<file path="config.mk">
export PLATFORM = sky130hd
export DESIGN_NAME = brush_pixel_writer_flat
export DESIGN_NICKNAME = d
export VERILOG_FILES = /design/src/rtl/brush_pixel_writer_pkg.sv /design/src/rtl/brush_pixel_writer_if.sv /design/src/rtl/brush_pixel_writer_counter.sv /design/src/rtl/brush_pixel_writer.sv /design/src/flat_wrapper.sv
export SDC_FILE = /design/constraint.sdc
export NUM_CORES = 1
export LEC_CHECK = 0
export ABC_CLOCK_PERIOD_IN_PS = 4300
export CORE_MARGIN = 5
export CORE_UTILIZATION = 51
export DETAILED_ROUTE_END_ITERATION = 8
export PLACE_DENSITY = 0.81
export SLEW_MARGIN = 20
export SYNTH_ARGS = -nofsm -noshare
export SYNTH_HDL_FRONTEND = slang
export SYNTH_SLANG_ARGS = --single-unit
</file>
<file path="constraint.sdc">
create_clock -name clk -period 4.3 [get_ports clk]
set_input_delay 0.43 -clock clk [delete_from_list [all_inputs] [get_ports clk]]
set_output_delay 0.43 -clock clk [all_outputs]
set_load 0.01 [all_outputs]
</file>
<file path="src/rtl/brush_pixel_writer_pkg.sv">
// Shared definitions for the pixel RAM writer and the pooling reader:
// FSM state encoding, default geometry and width helper functions.
package brush_pixel_writer_pkg;

    localparam int DEFAULT_SIDE  = 112;
    localparam int DEFAULT_BRUSH = 4;

    typedef enum logic [2:0] {
        ST_RESET      = 3'd0,
        ST_IDLE       = 3'd1,
        ST_CLEAR      = 3'd2,
        ST_CLEAR_DONE = 3'd3,
        ST_PAINT      = 3'd4
    } state_t;

    // Width of an x or y coordinate for a square matrix of the given side.
    function automatic int coord_bits(input int side);
        return $clog2(side);
    endfunction

    // Width of a linear pixel address for a square matrix of the given side.
    function automatic int addr_bits(input int side);
        return $clog2(side * side);
    endfunction

    // Width of a counter holding 0..n-1; never narrower than one bit.
    function automatic int counter_bits(input int n);
        return (n <= 1) ? 1 : $clog2(n);
    endfunction

endpackage

</file>
<file path="src/rtl/brush_pixel_writer_if.sv">
// Point handshake from the coordinate front end plus the pixel RAM write port.
// The slave side is the writer; the master side is the front end / RAM.
interface brush_pixel_writer_if
    import brush_pixel_writer_pkg::*;
#(
    parameter int coord_width      = coord_bits(DEFAULT_SIDE),
    parameter int pixel_addr_width = addr_bits(DEFAULT_SIDE)
) ();

    logic                        point_valid;
    logic                        point_ready;
    logic [coord_width-1:0]      point_x;
    logic [coord_width-1:0]      point_y;
    logic [pixel_addr_width-1:0] pixel_addr;
    logic                        pixel_data;
    logic                        pixel_we;

    modport master (
        output point_valid, point_x, point_y,
        input  point_ready, pixel_addr, pixel_data, pixel_we
    );

    modport slave (
        input  point_valid, point_x, point_y,
        output point_ready, pixel_addr, pixel_data, pixel_we
    );

endinterface

</file>
<file path="src/rtl/brush_pixel_writer_counter.sv">
// Wrapping up-counter: counts 0..MAX_VALUE-1 on each enabled cycle,
// then returns to 0, so it is ready for the next pass without a clear.
module brush_pixel_writer_counter
    import brush_pixel_writer_pkg::*;
#(
    parameter int MAX_VALUE = 4,
    parameter int WIDTH     = counter_bits(MAX_VALUE)
) (
    input  logic             clk,
    input  logic             reset,
    input  logic             en,
    output logic [WIDTH-1:0] count
);

    localparam logic [WIDTH-1:0] LAST = WIDTH'(MAX_VALUE - 1);

    // Advance on enable and wrap at the last value.
    always_ff @(posedge clk) begin
        if (reset) begin
            count <= '0;
        end else if (en) begin
            count <= (count == LAST) ? '0 : count + 1'b1;
        end
    end

endmodule

</file>
<file path="src/rtl/brush_pixel_writer.sv">
// Writer side of the 1-bit pixel RAM: paints a BxB brush of 1s around each
// accepted point, one pixel per cycle, and bulk-clears the RAM on request.
module brush_pixel_writer
    import brush_pixel_writer_pkg::*;
#(
    parameter int matrix_side_length = DEFAULT_SIDE,
    parameter int brush_size         = DEFAULT_BRUSH,
    parameter int coord_width        = coord_bits(matrix_side_length),
    parameter int pixel_addr_width   = addr_bits(matrix_side_length)
) (
    input  logic                       clk,
    input  logic                       reset,
    input  logic                       en,
    input  logic                       clear,
    brush_pixel_writer_if.slave        bus,
    output logic                       busy,
    output logic                       clear_done
);

    localparam int CLEAR_W = counter_bits(matrix_side_length * matrix_side_length);
    localparam int BRUSH_W = counter_bits(brush_size);

    localparam logic [CLEAR_W-1:0]        CLEAR_LAST = CLEAR_W'(matrix_side_length * matrix_side_length - 1);
    localparam logic [BRUSH_W-1:0]        BRUSH_LAST = BRUSH_W'(brush_size - 1);
    localparam logic signed [coord_width:0] HALF     = (coord_width + 1)'(brush_size / 2);

    state_t state;
    state_t next_state;

    logic signed [coord_width:0] tx;
    logic signed [coord_width:0] ty;

    logic [CLEAR_W-1:0] clear_cnt;
    logic [BRUSH_W-1:0] col_cnt;
    logic [BRUSH_W-1:0] row_cnt;

    logic accept;
    logic clear_step;
    logic col_step;
    logic row_step;

    int   col_pos;
    int   row_pos;
    int   addr_full;
    logic in_range;

    assign accept     = (state == ST_IDLE) && en && !clear && bus.point_valid;
    assign clear_step = (state == ST_CLEAR) && en;
    assign col_step   = (state == ST_PAINT) && en;
    assign row_step   = col_step && (col_cnt == BRUSH_LAST);

    brush_pixel_writer_counter #(
        .MAX_VALUE (matrix_side_length * matrix_side_length),
        .WIDTH     (CLEAR_W)
    ) u_clear_counter (
        .clk   (clk),
        .reset (reset),
        .en    (clear_step),
        .count (clear_cnt)
    );

    brush_pixel_writer_counter #(
        .MAX_VALUE (brush_size),
        .WIDTH     (BRUSH_W)
    ) u_col_counter (
        .clk   (clk),
        .reset (reset),
        .en    (col_step),
        .count (col_cnt)
    );

    brush_pixel_writer_counter #(
        .MAX_VALUE (brush_size),
        .WIDTH     (BRUSH_W)
    ) u_row_counter (
        .clk   (clk),
        .reset (reset),
        .en    (row_step),
        .count (row_cnt)
    );

    // State register.
    always_ff @(posedge clk) begin
        if (reset) begin
            state <= ST_RESET;
        end else begin
            state <= next_state;
        end
    end

    // Latch the brush top-left corner in the handshake cycle; may be negative.
    always_ff @(posedge clk) begin
        if (reset) begin
            tx <= '0;
            ty <= '0;
        end else if (accept) begin
            tx <= $signed({1'b0, bus.point_x}) - HALF;
            ty <= $signed({1'b0, bus.point_y}) - HALF;
        end
    end

    // Current brush pixel position, widened so out-of-range points cannot wrap into range.
    always_comb begin
        col_pos   = int'(tx) + int'(col_cnt);
        row_pos   = int'(ty) + int'(row_cnt);
        in_range  = (col_pos >= 0) && (col_pos < matrix_side_length) &&
                    (row_pos >= 0) && (row_pos < matrix_side_length);
        addr_full = row_pos * matrix_side_length + col_pos;
    end

    // Next-state logic and registered-state-driven outputs.
    always_comb begin
        next_state      = state;
        bus.point_ready = 1'b0;
        bus.pixel_we    = 1'b0;
        bus.pixel_data  = 1'b0;
        bus.pixel_addr  = '0;
        busy            = 1'b0;
        clear_done      = 1'b0;
        case (state)
            ST_RESET: begin
                if (en) begin
                    next_state = ST_IDLE;
                end
            end
            ST_IDLE: begin
                bus.point_ready = en && !clear;
                if (en && clear) begin
                    next_state = ST_CLEAR;
                end else if (en && bus.point_valid) begin
                    next_state = ST_PAINT;
                end
            end
            ST_CLEAR: begin
                busy           = 1'b1;
                bus.pixel_we   = en;
                bus.pixel_addr = pixel_addr_width'(clear_cnt);
                if (en && (clear_cnt == CLEAR_LAST)) begin
                    next_state = ST_CLEAR_DONE;
                end
            end
            ST_CLEAR_DONE: begin
                clear_done = en;
                if (en) begin
                    next_state = ST_IDLE;
                end
            end
            ST_PAINT: begin
                busy           = 1'b1;
                bus.pixel_data = 1'b1;
                bus.pixel_we   = en && in_range;
                bus.pixel_addr = pixel_addr_width'(addr_full);
                if (en && (col_cnt == BRUSH_LAST) && (row_cnt == BRUSH_LAST)) begin
                    next_state = ST_IDLE;
                end
            end
            default: begin
                next_state = ST_RESET;
            end
        endcase
    end

endmodule

</file>
<file path="src/flat_wrapper.sv">
// flat-port wrapper written by rule: the top's interface ports become plain ports
module brush_pixel_writer_flat import brush_pixel_writer_pkg::*;
#(
    parameter int matrix_side_length = DEFAULT_SIDE,
    parameter int brush_size         = DEFAULT_BRUSH,
    parameter int coord_width        = coord_bits(matrix_side_length),
    parameter int pixel_addr_width   = addr_bits(matrix_side_length)
)
  (clk, reset, en, clear, busy, clear_done, bus_point_valid, bus_point_x, bus_point_y, bus_point_ready, bus_pixel_addr, bus_pixel_data, bus_pixel_we);
  brush_pixel_writer_if #(.coord_width(coord_width), .pixel_addr_width(pixel_addr_width)) bus_i ();
  input  logic clk;
  input  logic reset;
  input  logic en;
  input  logic clear;
  output logic busy;
  output logic clear_done;
  input wire logic [$bits(bus_i.point_valid)-1:0] bus_point_valid;
  input wire logic [$bits(bus_i.point_x)-1:0] bus_point_x;
  input wire logic [$bits(bus_i.point_y)-1:0] bus_point_y;
  output wire logic [$bits(bus_i.point_ready)-1:0] bus_point_ready;
  output wire logic [$bits(bus_i.pixel_addr)-1:0] bus_pixel_addr;
  output wire logic [$bits(bus_i.pixel_data)-1:0] bus_pixel_data;
  output wire logic [$bits(bus_i.pixel_we)-1:0] bus_pixel_we;
  assign bus_i.point_valid = bus_point_valid;
  assign bus_i.point_x = bus_point_x;
  assign bus_i.point_y = bus_point_y;
  assign bus_point_ready = bus_i.point_ready;
  assign bus_pixel_addr = bus_i.pixel_addr;
  assign bus_pixel_data = bus_i.pixel_data;
  assign bus_pixel_we = bus_i.pixel_we;
  brush_pixel_writer #(.matrix_side_length(matrix_side_length), .brush_size(brush_size), .coord_width(coord_width), .pixel_addr_width(pixel_addr_width)) u_core (.clk(clk), .reset(reset), .en(en), .clear(clear), .bus(bus_i), .busy(busy), .clear_done(clear_done));
endmodule
</file>
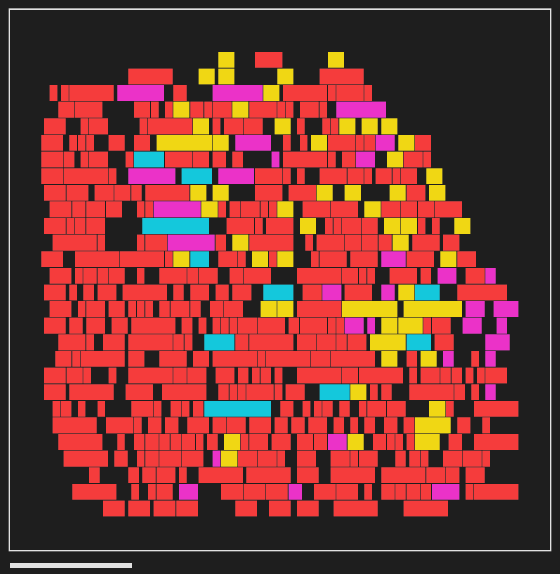
(images/sizes.png)
Scale bar: 20 um.
cyan -> _6 and larger  # cells 10, share 2.1%
yellow -> _3 and _4 cells  # cells 55, share 12%
magenta -> _2 cells  # cells 31, share 6.6%
red -> _0 and _1 cells  # cells 376, share 80%
nonclk buf count: 87
min setup slack post-route: -0.7129 ns
Area Growth Syn to Fin: 33.41%
post-route cell area: 4182 um2

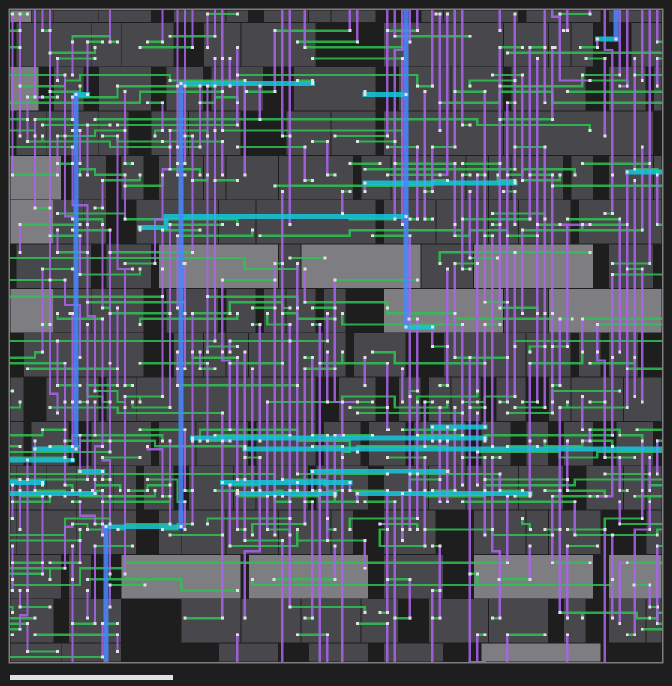
(images/detail.png)
Scale bar: 10 um. Region (24, 7) to (64, 47) um. Cells in gray, sequential cells in the stronger gray; small squares are vias.
blue -> metal 4
purple -> metal 2
cyan -> metal 3
green -> metal 1
most frequent = nand2_1 (16), nor2_1 (10), xor2_1 (10)
sequential cells in the window = 8
cells with their middle in the window = 150
netlist names of flops here include = u_core.u_clear_counter.count (7), u_core.state (1)

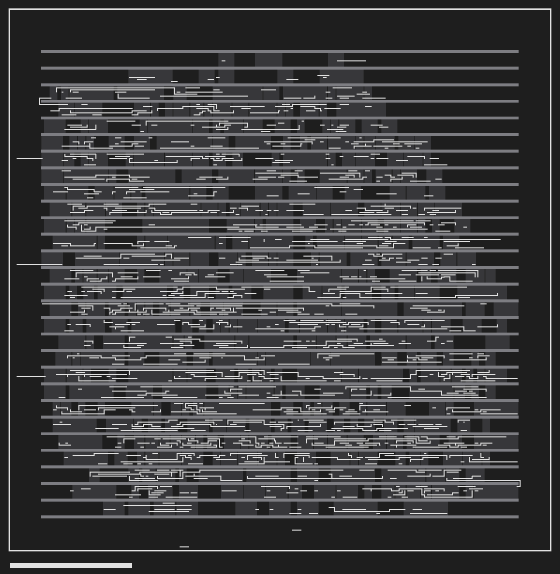
(images/layer_met1.png)
Scale bar: 20 um. Supply wires on this layer in gray. Cells faint in the background.
share of all routed wire = 42%
longest straight run = 24.4 um
wire length on this layer = 3,300 um
main direction = horizontal
nets with wire on the layer = 492
vias post-DR: 2,955
total wire length: 7.837 mm
GR Util met1: 26.08%

==> run summary <==
Outcome: finished, violations left
Violated checks: setup timing
R2r setup slk: 2.02 ns
CP peak stage delay: 0.47 ns
Yosys warning count: 0
Most used logic cell in the final layout: buf_4
Total congestion overflow: 0
Worst path bufs/invs: 3
CTS root buffer: clkbuf_8
Worst r2r src: u_core.u_clear_counter.count[9]
Worst Hold Path EP: u_core.tx[0]
Die Width: 88.40 um
Crit path capture: bus_pixel_addr[13]
Synth Instances: 389
Clock-cell share: 3.291%
# clk buffers: 5
Fmax: 199.5 MHz
Synth async-reset ratio: 0%
Min setup slack post-route: -0.7129 ns
Int Power: 660.3 uW
Worst Skew: 0.01001 ns
Yosys adder share: 19.56%
Vias in the first global route: 2,967
Number of enable flip-flop cells: 0
Yosys top cell by area: dfxtp_1
Fin util: 70.21%
HP Start: u_core.tx[0]
Commonest cells post-synth: 41 x nor2_1, 38 x nand2_1, 37 x dfxtp_1
Top Registers: u_core.u_clear_counter.count (14), u_core.tx (8), u_core.ty (8)
Unique cell types: 46
Core box area: 5956 um2
Layout cells sized above 1: 20.34%
#FFs+latches synth: 37
Slew @ Worst Pin: 0.9671 ns
Detail Placement HPWL: 5.835 mm
Crit path time final: 5.013 ns
Comb. pwr: 153 uW
Combinational share of cell area: 56.01%
And+or+nand+nor area frac: 21.24%
Slew HR: 35.33%
Routability cong.: 0.8328
GR Util met3: 3.724%
Layout non-clock buf frac: 17.47%
CP cell instances: ha_4 -> fa_2 -> xor2_2 -> ha_1 -> inv_2 -> fa_1 -> buf_4 -> fa_2 -> nor2b_1 -> o21ai_1 -> a21boi_1 -> o21a_1 -> nor2_1 -> xnor2_1 -> ha_1 -> and4_1 -> a21o_1 -> xnor3_1 -> o21ai_2 -> buf_2
GRT Total Usage: 21.40%
Max-area cell share: 23.63%
Synth Area in XOR/XNOR: 13.85%
RSZ-0062 raised after global routing: yes
Top logic family: simple AND/OR/NAND/NOR gates
Clock share of power: 42.1%
Post-layout period usage: 116.6%
Non-clk invs: 35
Metal2 WL: 4.092 mm
Pwr/cell area: 211.5 nW/um2
Multi-input gates: 305
Total Power: 884.6 uW
Final setup vio count: 7
Critical path peak fanout: 4
Hold Fails Final Rpt: 0
Die Size: 7814 um2
CTS tree: built
Net Sw Power: 224.3 uW
Clk_lat worst skew: 0.30 ns
Tap cells: 75
Grt peak-use layer: met2
Largest net degree at the start of global routing: 27
Crit Reg-Reg Endpoint: u_core.state[0]
Max FFs per register: 14
Hold crit path type: reg2reg
Net Sw Frac: 25.36%
Crit. End Element: output port
Most common cell in the synthesized netlist: nor2_1
Chip Height: 88.40 um
H-tree lvl count: 2
WP depth: 20
R2R cell count: 6
M1 wire length: 3.296 mm
DRC violations left: 0
Longest Clk Path Bufs: 2
FF/Latch Area: 745.7 um2
OpenROAD warning count: 30
Fp_density: 52.63%
Aoi share: 15.05%
Logic pwr share: 17.3%
Setup CP Type: reg2out
Routed vias/inst: 5.402
Worst Path Required: 3.87 ns
Synth area leaders: dfxtp_1 24%, ha_1 13%, xnor2_1 7.5%, fa_1 6.4%, xor2_1 5.6%
Seq area share: 17.83%
Largest cell class: logic gates
Floorplan Nets: 451
Peak supply drop: 0.0002218 V
Slowest-stage cell, CP: fa_1
Placed cells: 531
Synthesized area: 3134 um2
Seq share, synth: 23.63%
I/O Buffers: 37
DP Area: 3911 um2
Max-Cap Viols: 0
Diode count: 0
Number of antenna violations at the first check in global routing: 0
# resized after CTS: 42
Registers: 37
CTS Hold Buffers Added: 0
First-pass DRT Iterations: 4
Final Non-Filler Cells: 547
Max Used Layer: met4
LEAKAGE: 0.001895 uW
Nets: 533
Row count: 28
CP delay by family, top: adder cells
Wire per inst: 14.33 um
Hold-critical path depth: 2
Most numerous logic cells after layout: 48 x buf_4, 40 x nor2_1, 38 x nand2_1
Hold WS: 0.4625 ns
Most flop-heavy register: u_core.u_clear_counter.count
Mapped Avg Cell Area: 8.057 um2
# Cells Yosys: 389
Comb area: 2342 um2
Total setup buffers inserted after CTS: 5
Num CTS Buffers: 5
Yosys stat area: 3134 um2
Clock transition at path regs: 0.08 ns
# clock sinks: 37
No activity file was given, so power comes from the tool's default toggle rates.
